===== src/rtl/uart_loader_pkg.sv =====
// Shared types and constants for the UART RAM loader.
//   - ld_state_e : frame-parsing FSM states
//   - rx_state_e : serial receiver states
//   - SYNC_DEFAULT, DATA_BITS : frame marker and bits per character
package uart_loader_pkg;

  localparam int unsigned DATA_BITS    = 8;
  localparam logic [7:0]  SYNC_DEFAULT = 8'hA5;

  typedef enum logic [2:0] {
    ST_IDLE,
    ST_ADDR_LO,
    ST_ADDR_HI,
    ST_LEN,
    ST_DATA,
    ST_WRITE,
    ST_CKSUM
  } ld_state_e;

  typedef enum logic [1:0] {
    RX_IDLE,
    RX_START,
    RX_DATA,
    RX_STOP
  } rx_state_e;

endpackage


===== src/rtl/uart_rx_core.sv =====
// 8N1 serial receiver: synchronises rxd, times bits with a down-counter and
// shifts data in LSB first.
// Ports:
//   clk, rst_n      : clock, async active-low reset
//   i_rxd           : raw serial input, idle high
//   o_byte          : last received byte (valid with o_byte_valid)
//   o_byte_valid    : 1-cycle pulse, byte received with good stop bit
//   o_byte_err      : 1-cycle pulse, stop bit was low (byte dropped)
module uart_rx_core
  import uart_loader_pkg::*;
#(
  parameter int unsigned CLKS_PER_BIT = 434
) (
  input  logic       clk,
  input  logic       rst_n,
  input  logic       i_rxd,
  output logic [7:0] o_byte,
  output logic       o_byte_valid,
  output logic       o_byte_err
);

  localparam int unsigned CNT_W = (CLKS_PER_BIT > 2) ? $clog2(CLKS_PER_BIT) : 1;
  localparam int unsigned HALF  = CLKS_PER_BIT / 2;

  rx_state_e        r_state, w_state_nx;
  logic [1:0]       r_sync;
  logic             r_prev;
  logic [CNT_W-1:0] r_cnt, w_cnt_nx;
  logic [2:0]       r_bit, w_bit_nx;
  logic [7:0]       r_shift, w_shift_nx;
  logic             r_valid, w_valid_nx;
  logic             r_err, w_err_nx;
  logic             w_rx;

  assign w_rx         = r_sync[1];
  assign o_byte       = r_shift;
  assign o_byte_valid = r_valid;
  assign o_byte_err   = r_err;

  // Synchroniser resets to the idle-high level so reset release is not an edge
  always_ff @(posedge clk or negedge rst_n) begin
    if (!rst_n) begin
      r_state <= RX_IDLE;
      r_sync  <= 2'b11;
      r_prev  <= 1'b1;
      r_cnt   <= '0;
      r_bit   <= '0;
      r_shift <= '0;
      r_valid <= 1'b0;
      r_err   <= 1'b0;
    end else begin
      r_state <= w_state_nx;
      r_sync  <= {r_sync[0], i_rxd};
      r_prev  <= w_rx;
      r_cnt   <= w_cnt_nx;
      r_bit   <= w_bit_nx;
      r_shift <= w_shift_nx;
      r_valid <= w_valid_nx;
      r_err   <= w_err_nx;
    end
  end

  // Bit timing: every sample is taken when the down-counter reaches zero
  always_comb begin
    w_state_nx = r_state;
    w_cnt_nx   = r_cnt;
    w_bit_nx   = r_bit;
    w_shift_nx = r_shift;
    w_valid_nx = 1'b0;
    w_err_nx   = 1'b0;
    case (r_state)
      RX_IDLE: begin
        if (r_prev && !w_rx) begin
          w_state_nx = RX_START;
          w_cnt_nx   = CNT_W'(HALF - 1);
        end
      end
      RX_START: begin
        if (r_cnt == '0) begin
          // Mid start bit: a high line here was a glitch
          if (!w_rx) begin
            w_state_nx = RX_DATA;
            w_cnt_nx   = CNT_W'(CLKS_PER_BIT - 1);
            w_bit_nx   = '0;
          end else begin
            w_state_nx = RX_IDLE;
          end
        end else begin
          w_cnt_nx = r_cnt - CNT_W'(1);
        end
      end
      RX_DATA: begin
        if (r_cnt == '0) begin
          w_shift_nx = {w_rx, r_shift[7:1]};
          w_cnt_nx   = CNT_W'(CLKS_PER_BIT - 1);
          if (r_bit == 3'(DATA_BITS - 1)) w_state_nx = RX_STOP;
          else                            w_bit_nx   = r_bit + 3'd1;
        end else begin
          w_cnt_nx = r_cnt - CNT_W'(1);
        end
      end
      RX_STOP: begin
        if (r_cnt == '0) begin
          w_valid_nx = w_rx;
          w_err_nx   = !w_rx;
          w_state_nx = RX_IDLE;
        end else begin
          w_cnt_nx = r_cnt - CNT_W'(1);
        end
      end
      default: w_state_nx = RX_IDLE;
    endcase
  end

endmodule


===== src/rtl/uart_ram_loader.sv =====
// Loads host data from the debug UART into the on-chip RAM as whole words.
// Frame: SYNC, ADDR_LO, ADDR_HI, LEN (words, 0 = 256), LEN*WORD_BYTES data.
// Optional macro UART_RAM_LOADER_CKSUM_EN appends a checksum byte checked
// after the last write (two's complement of the sum of bytes after SYNC).
// Ports:
//   clk, rst_n : clock, async active-low reset
//   rxd        : serial input, idle high
//   ram_we     : 1-cycle write strobe with ram_addr / ram_wdata
//   busy       : frame in progress
//   done       : 1-cycle pulse on successful frame end
//   frame_err  : sticky error, cleared by the next SYNC byte
module uart_ram_loader
  import uart_loader_pkg::*;
#(
  parameter int unsigned CLKS_PER_BIT = 434,
  parameter int unsigned ADDR_W       = 10,
  parameter int unsigned WORD_BYTES   = 4,
  parameter logic [7:0]  SYNC_BYTE    = SYNC_DEFAULT
) (
  input  logic                    clk,
  input  logic                    rst_n,
  input  logic                    rxd,
  output logic                    ram_we,
  output logic [ADDR_W-1:0]       ram_addr,
  output logic [8*WORD_BYTES-1:0] ram_wdata,
  output logic                    busy,
  output logic                    done,
  output logic                    frame_err
);

  localparam int unsigned DATA_W = 8 * WORD_BYTES;
  localparam int unsigned BC_W   = (WORD_BYTES > 1) ? $clog2(WORD_BYTES) : 1;

  logic [7:0] w_byte;
  logic       w_byte_valid;
  logic       w_byte_err;

  uart_rx_core #(.CLKS_PER_BIT(CLKS_PER_BIT)) u_rx (
    .clk         (clk),
    .rst_n       (rst_n),
    .i_rxd       (rxd),
    .o_byte      (w_byte),
    .o_byte_valid(w_byte_valid),
    .o_byte_err  (w_byte_err)
  );

  ld_state_e         r_state, w_state_nx;
  logic [7:0]        r_alo, w_alo_nx;
  logic [ADDR_W-1:0] r_addr, w_addr_nx;
  logic [8:0]        r_words, w_words_nx;
  logic [BC_W-1:0]   r_bcnt, w_bcnt_nx;
  logic [DATA_W-1:0] r_word, w_word_nx;
  logic              r_ram_we, w_ram_we_nx;
  logic [ADDR_W-1:0] r_ram_addr, w_ram_addr_nx;
  logic [DATA_W-1:0] r_ram_wdata, w_ram_wdata_nx;
  logic              r_busy, w_busy_nx;
  logic              r_done, w_done_nx;
  logic              r_frame_err, w_frame_err_nx;
`ifdef UART_RAM_LOADER_CKSUM_EN
  logic [7:0]        r_sum, w_sum_nx;
`endif

  assign ram_we    = r_ram_we;
  assign ram_addr  = r_ram_addr;
  assign ram_wdata = r_ram_wdata;
  assign busy      = r_busy;
  assign done      = r_done;
  assign frame_err = r_frame_err;

  always_ff @(posedge clk or negedge rst_n) begin
    if (!rst_n) begin
      r_state     <= ST_IDLE;
      r_alo       <= '0;
      r_addr      <= '0;
      r_words     <= '0;
      r_bcnt      <= '0;
      r_word      <= '0;
      r_ram_we    <= 1'b0;
      r_ram_addr  <= '0;
      r_ram_wdata <= '0;
      r_busy      <= 1'b0;
      r_done      <= 1'b0;
      r_frame_err <= 1'b0;
`ifdef UART_RAM_LOADER_CKSUM_EN
      r_sum       <= '0;
`endif
    end else begin
      r_state     <= w_state_nx;
      r_alo       <= w_alo_nx;
      r_addr      <= w_addr_nx;
      r_words     <= w_words_nx;
      r_bcnt      <= w_bcnt_nx;
      r_word      <= w_word_nx;
      r_ram_we    <= w_ram_we_nx;
      r_ram_addr  <= w_ram_addr_nx;
      r_ram_wdata <= w_ram_wdata_nx;
      r_busy      <= w_busy_nx;
      r_done      <= w_done_nx;
      r_frame_err <= w_frame_err_nx;
`ifdef UART_RAM_LOADER_CKSUM_EN
      r_sum       <= w_sum_nx;
`endif
    end
  end

  // Frame parser and word assembler
  always_comb begin
    w_state_nx     = r_state;
    w_alo_nx       = r_alo;
    w_addr_nx      = r_addr;
    w_words_nx     = r_words;
    w_bcnt_nx      = r_bcnt;
    w_word_nx      = r_word;
    w_ram_we_nx    = 1'b0;
    w_ram_addr_nx  = r_ram_addr;
    w_ram_wdata_nx = r_ram_wdata;
    w_done_nx      = 1'b0;
    w_frame_err_nx = r_frame_err;
`ifdef UART_RAM_LOADER_CKSUM_EN
    w_sum_nx       = r_sum;
    if (w_byte_valid && (r_state inside {ST_ADDR_LO, ST_ADDR_HI, ST_LEN, ST_DATA}))
      w_sum_nx = r_sum + w_byte;
`endif
    if (w_byte_err && (r_state != ST_IDLE)) begin
      // Abort mid-frame; words already written are kept
      w_frame_err_nx = 1'b1;
      w_state_nx     = ST_IDLE;
    end else begin
      case (r_state)
        ST_IDLE: begin
          if (w_byte_err) begin
            w_frame_err_nx = 1'b1;
          end else if (w_byte_valid && (w_byte == SYNC_BYTE)) begin
            w_frame_err_nx = 1'b0;
            w_state_nx     = ST_ADDR_LO;
`ifdef UART_RAM_LOADER_CKSUM_EN
            w_sum_nx       = '0;
`endif
          end
        end
        ST_ADDR_LO: begin
          if (w_byte_valid) begin
            w_alo_nx   = w_byte;
            w_state_nx = ST_ADDR_HI;
          end
        end
        ST_ADDR_HI: begin
          if (w_byte_valid) begin
            w_addr_nx  = ADDR_W'({w_byte, r_alo});
            w_state_nx = ST_LEN;
          end
        end
        ST_LEN: begin
          if (w_byte_valid) begin
            w_words_nx = (w_byte == 8'd0) ? 9'd256 : {1'b0, w_byte};
            w_bcnt_nx  = '0;
            w_state_nx = ST_DATA;
          end
        end
        ST_DATA: begin
          if (w_byte_valid) begin
            w_word_nx[8*int'(r_bcnt) +: 8] = w_byte;
            if (r_bcnt == BC_W'(WORD_BYTES - 1)) begin
              w_bcnt_nx  = '0;
              w_state_nx = ST_WRITE;
            end else begin
              w_bcnt_nx = r_bcnt + BC_W'(1);
            end
          end
        end
        ST_WRITE: begin
          w_ram_we_nx    = 1'b1;
          w_ram_addr_nx  = r_addr;
          w_ram_wdata_nx = r_word;
          w_addr_nx      = r_addr + ADDR_W'(1);
          w_words_nx     = r_words - 9'd1;
          if (r_words == 9'd1) begin
`ifdef UART_RAM_LOADER_CKSUM_EN
            w_state_nx = ST_CKSUM;
`else
            w_state_nx = ST_IDLE;
            w_done_nx  = 1'b1;
`endif
          end else begin
            w_state_nx = ST_DATA;
          end
        end
`ifdef UART_RAM_LOADER_CKSUM_EN
        ST_CKSUM: begin
          if (w_byte_valid) begin
            // Running sum plus its two's complement must wrap to zero
            if (8'(w_byte + r_sum) == 8'd0) w_done_nx      = 1'b1;
            else                           w_frame_err_nx = 1'b1;
            w_state_nx = ST_IDLE;
          end
        end
`endif
        default: w_state_nx = ST_IDLE;
      endcase
    end
    w_busy_nx = (w_state_nx != ST_IDLE);
  end

endmodule

===== config.mk =====
export PLATFORM = sky130hd
export DESIGN_NAME = uart_ram_loader
export DESIGN_NICKNAME = d
export VERILOG_FILES = /design/src/rtl/uart_loader_pkg.sv /design/src/rtl/uart_rx_core.sv /design/src/rtl/uart_ram_loader.sv
export SDC_FILE = /design/constraint.sdc
export NUM_CORES = 1
export LEC_CHECK = 0
export CORE_ASPECT_RATIO = 1.75
export CORE_MARGIN = 4
export CORE_UTILIZATION = 60
export CTS_CLUSTER_DIAMETER = 150
export DETAILED_ROUTE_END_ITERATION = 12
export PLACE_DENSITY = 0.82
export SLEW_MARGIN = 20
export SYNTH_ARGS = -nofsm -noshare
export SYNTH_HDL_FRONTEND = slang
export SYNTH_HIERARCHICAL = 1
export SYNTH_SLANG_ARGS = --single-unit

===== constraint.sdc =====
create_clock -name clk -period 5.6 [get_ports clk]
set_clock_uncertainty 0.05 [all_clocks]
set_input_delay 0.84 -clock clk [delete_from_list [all_inputs] [get_ports clk]]
set_output_delay 0.84 -clock clk [all_outputs]
set_load 0.01 [all_outputs]

run_1/registers.png
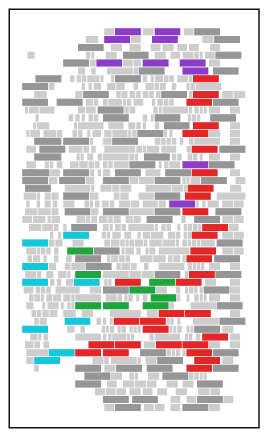
colour	signal	placed flops
green	u_rx/o_byte	8
red	r_word	32
cyan	u_rx/r_cnt	9
purple	ram_addr	10
sequential logic power: 0.00111 W
final design utilization: 73.08%
Seq area share: 45.32%

run_1/pins.png
Pins as bars across the die edge, other pins in grey.
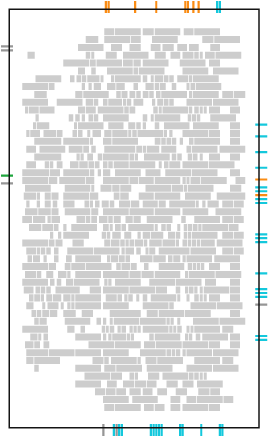
colour	port	pins	direction	edge
cyan	ram_wdata	32	output	17 right, 13 bottom, 2 top
orange	ram_addr	10	output	8 top, 2 right
green	rxd	1	input	left
all pins by edge	20 right, 15 bottom, 10 top, 4 left
Die H: 144.9 um
IO buf count: 48
die width: 86.25 um

==> results_slide.txt, run 1 <==
Flow Results at a Glance

Flow run
  – Max cap viols: 0

Global route
  – GRT busiest layer: met2
  – Met3 Use GR: 5.275%
  – GRT overflow: 0
  – Initial antenna violation count: 0

Finish
  – # clk buffers: 22
  – Top cell category: sequential cells
  – Nets@finish: around 650
  – Layout Cells excl Fill: between 700 and 800
  – Clk tree area frac: 8.080%
  – Combinational Area: about 2800 um^2
  – Synthesis-to-layout area growth: 17.79%

Drt
  – DRC viols: 0
  – Pre-antenna DRT Iters: 5
  – Max layer used: met4
  – Final wirelength: 13820 um

Logic synthesis
  – Seq/Total Area, Yosys: 53.39%
  – Net count after synthesis: 609
  – Leading cell types by total area after synthesis: dfrtp_1 52%, mux2_2 8.4%, nand2_1 4.9%, o21ai_0 4.3%, ha_1 3.3%
  – Synth Flop Type: dfrtp_1
  – Top cell area share: 52.16%

Placement
  – Detailed Place HPWL: 9318 um
  – Routability congestion estimate: 0.8464

Power and ir drop
  – Comb pwr: 0.000429 W
  – Max VDD drop: about 0.29 mV
  – Flop pwr share: between 40% and 50%
  – Overall Power: 0.002683 W
  – Max power group: the clock network
  – Gate power share: 16.0%
  – P_leak: ~3.4 nW

Floorplanning
  – Core box area: 10360 um^2
  – Die ar.: approximately 12000 um^2
  – Init Core Util: 62.05%

CTS
  – Longest Clk Path Bufs: 2
  – Hold Buf Count CTS: 0
  – Cts bufs inserted: 17

Setup path
  – CP endpoint: r_addr[2]
  – Crit-path max FO: 23
  – Maximum single-stage delay on the critical path: 0.65 ns
  – CP arrival: between 2 and 3 ns
  – Crit. Startpoint: r_state[2]
  – Reg2reg setup slack: about 3.2 ns

Timing
  – RSZ-0062 raised after global routing: false
  – Slew of the pin with the lowest slew margin: 1.009 ns
  – Final setup vio count: 0

Status
  – Status: finished clean
run_1/clock_map.png
Scale bar: 20 um.
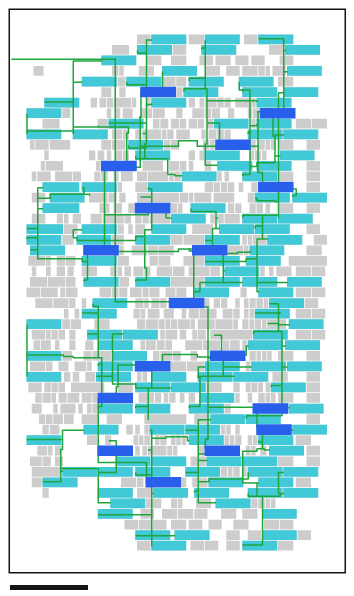
[blue] cells driving clock nets | count: 17
[green] clock wires | length: 1570 um
[cyan] flip-flops | count: 137
flops lie	all over the die
clk_lat worst skew: 0.41 ns
Clock group: 0.00115 W
clock share of power: 42.7%

[run 1: state kept, by name, summed over array words and instances (netlist names), 8 cells and up, named ones only]
signal       cells
ram_addr        10
u_rx/o_byte      8
r_addr          10
r_alo            8
r_word          32
ram_wdata       32
u_rx/r_cnt       9
r_words          9
[run 1: worst min-delay path by stage]
stage,startpoint,end,slack [ns],cells after the start
final,u_rx/r_sync[0],u_rx/r_sync[1],0.31,0
after floorplan,u_rx/r_sync[0],u_rx/r_sync[1],0.30,0
after global routing,u_rx/r_sync[0],u_rx/r_sync[1],0.31,0
after CTS,u_rx/r_sync[0],u_rx/r_sync[1],0.31,0
after detailed placement,u_rx/r_sync[0],u_rx/r_sync[1],0.30,0
after global placement,u_rx/r_sync[0],u_rx/r_sync[1],0.30,0
[run 1: cells by family (layout without fill, tap and decap cells)]
kind of cell,count (synthesis),count (layout),share of synthesized area (%)
compound gates,141,141,13.45
mux,64,64,11.66
fa+ha+maj,17,17,3.309
simple gates,184,184,14.75
buf+inv,45,96,3.308
xor+xnor,1,1,0.1363
flops,137,137,53.39
[run 1: placed cells by master (no fill, tap or decap), drive strengths merged, types with 3 or more instances in the layout]
cell,synthesis,final
a21o,3,3
clkbuf,15,22
mux2,60,60
bufinv,0,3
mux2i,4,4
o22a,3,3
nor2,26,26
nor3b,7,7
buf,15,4
nand2b,7,7
ha,17,17
or3,4,4
a211oi,4,4
o22ai,6,6
nor4,5,5
nand2,86,86
nand3,14,14
clkdlybuf4s50,0,47
nor2b,3,3
or4,4,4
o21ai,55,55
a21oi,36,36
o2bb2ai,3,3
clkinv,0,4
o31ai,7,7
dfstp,3,3
nor3,10,10
dfrtp,134,134
nor4b,3,3
inv,15,15
run_1/final_clocks.png
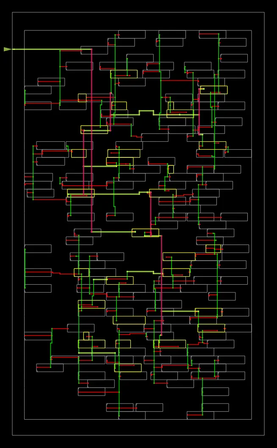

==> run 2: changes to the inputs <==
--- a/config.mk
+++ b/config.mk
@@ -7,10 +7,10 @@
 export LEC_CHECK = 0
 export CORE_ASPECT_RATIO = 1.75
 export CORE_MARGIN = 4
-export CORE_UTILIZATION = 60
+export CORE_UTILIZATION = 58
 export CTS_CLUSTER_DIAMETER = 150
 export DETAILED_ROUTE_END_ITERATION = 12
-export PLACE_DENSITY = 0.82
+export PLACE_DENSITY = 0.79
 export SLEW_MARGIN = 20
 export SYNTH_ARGS = -nofsm -noshare
 export SYNTH_HDL_FRONTEND = slang
==> constraint.sdc (replaced) <==
create_clock -name clk -period 2.4 [get_ports clk]
set_clock_uncertainty 0.05 [all_clocks]
set_input_delay 0.36 -clock clk [delete_from_list [all_inputs] [get_ports clk]]
set_output_delay 0.36 -clock clk [all_outputs]
set_load 0.01 [all_outputs]
run_2/final_clocks.png
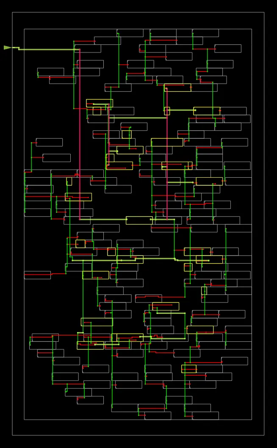
Flop Count: 137
cts bufs inserted: 17
clk_lat worst skew: 0.42 ns

run_2/registers.png
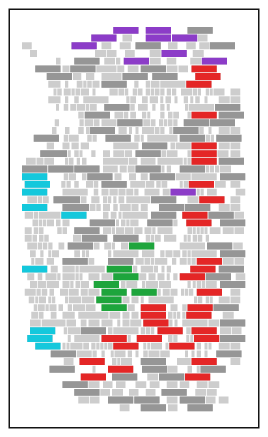
colour	signal	placed flops
red	r_word	32
green	u_rx/o_byte	8
cyan	u_rx/r_cnt	9
purple	ram_addr	10
sequential logic power: 0.00258 W
Seq area share: 44.59%

==> run 2 against run 1 <==
Net effect: non-clock buffer count up 21; critical path type unchanged; register-to-register slack worse by 2.8 ns; largest power group is now registers; critical path depth unchanged; fmax increased by 19%; synthesized cell count unchanged; sequential share of layout area is 0.73 points lower; die size grew 3.2%; count of clock-buffer cells in the layout down 3; largest cell class unchanged.
==> results_slide.txt, run 2 <==
Flow Results at a Glance

Flow run
  – Max cap viols: 0

Logic synthesis
  – FA/HA/MAJ Cells, Area Fraction: between 3 and 4%
  – Seq/Total Area, Yosys: 53.39%
  – Top cell area share: 52.16%
  – AO/OA Area Share: 13.45%

Status
  – Status: finished clean

Power and ir drop
  – P_leak: 3.474 nW
  – Comb pwr: 0.00106 W
  – Clock share of power: 40.7%
  – Gate power share: 17.2%
  – Overall Power: 0.006130 W

CTS
  – Longest Clk Path Bufs: 2

Global route
  – GRT overflow: 0

Finish
  – Top cell category: sequential cells
  – Final design utilization: 71.52%
  – Top Layout Cells: 134 x dfrtp_1, 84 x nand2_1, 55 x o21ai_0
  – Nets@finish: about 670
  – Top cell excl fill/tap: dfrtp_1

Drt
  – DRC viols: 0
  – Pre-antenna DRT Iters: 5

Timing
  – Slew of the pin with the lowest slew margin: 0.6393 ns
  – RSZ-0062 raised after global routing: false

Placement
  – Detailed Place HPWL: 9623 um
  – IO buf count: 48

Floorplanning
  – Init Core Util: 59.74%
  – Die ar.: about 13000 um^2
-- run 2: how the worst max path moves through the flow --
stage / slack (ns) / to / from
floorplan: 0.52 / u_rx/r_bit[0] / u_rx/r_state[0]
global placement: 0.47 / u_rx/r_bit[0] / u_rx/r_cnt[0]
detailed placement: 0.36 / u_rx/r_bit[0] / u_rx/r_cnt[0]
CTS: 0.35 / u_rx/r_bit[0] / u_rx/r_cnt[0]
global route: 0.18 / r_word[15] / r_state[1]
finish: 0.34 / u_rx/r_cnt[0] / u_rx/r_cnt[0]
-- run 2: worst max-delay path, cell delays in order, from the launching register on --
cell     delay, ns
dfrtp_1       0.44
inv_1         0.09
ha_1          0.19
nor4b_4       0.37
a32o_2        0.43
mux2_2        0.37
-- run 2: layer usage --
| metal | vias to the layer above | wire (um) | GRT usage [%] |
|---|---|---|---|
| met2 | 141 | 7593 | 39.84 |
| met1 | 2388 | 5561 | 28.00 |
| met5 | - | 0 | 0 |
| met3 | 44 | 522 | 5.612 |
| li1 | 2227 | - | - |
| met4 | 0 | 430 | 10.06 |
-- run 2: metrics by stage --
step	cells	hold slack [ns]
after floorplan	589	0.01441
after global placement	760	0.1474
after detailed placement	760	0.1508
after CTS	792	0.2498
after global routing	792	0.2620
final	792	0.2619
-- run 2: kinds of logic after synthesis --
| family | Yosys count |
|---|---|
| compound gates | 141 |
| xor+xnor | 1 |
| buf+inv | 45 |
| simple gates | 184 |
| fa+ha+maj | 17 |
| mux | 64 |
| flops | 137 |
-- run 2: repair_timing --
| item | 4_1_cts | 5_1_grt |
|---|---|---|
| setup buffers | 0 | 0 |
| hold endpoints to repair | 7 | 0 |
| hold buffers | 1 | 0 |
Power is estimated from default activity; no workload was simulated.
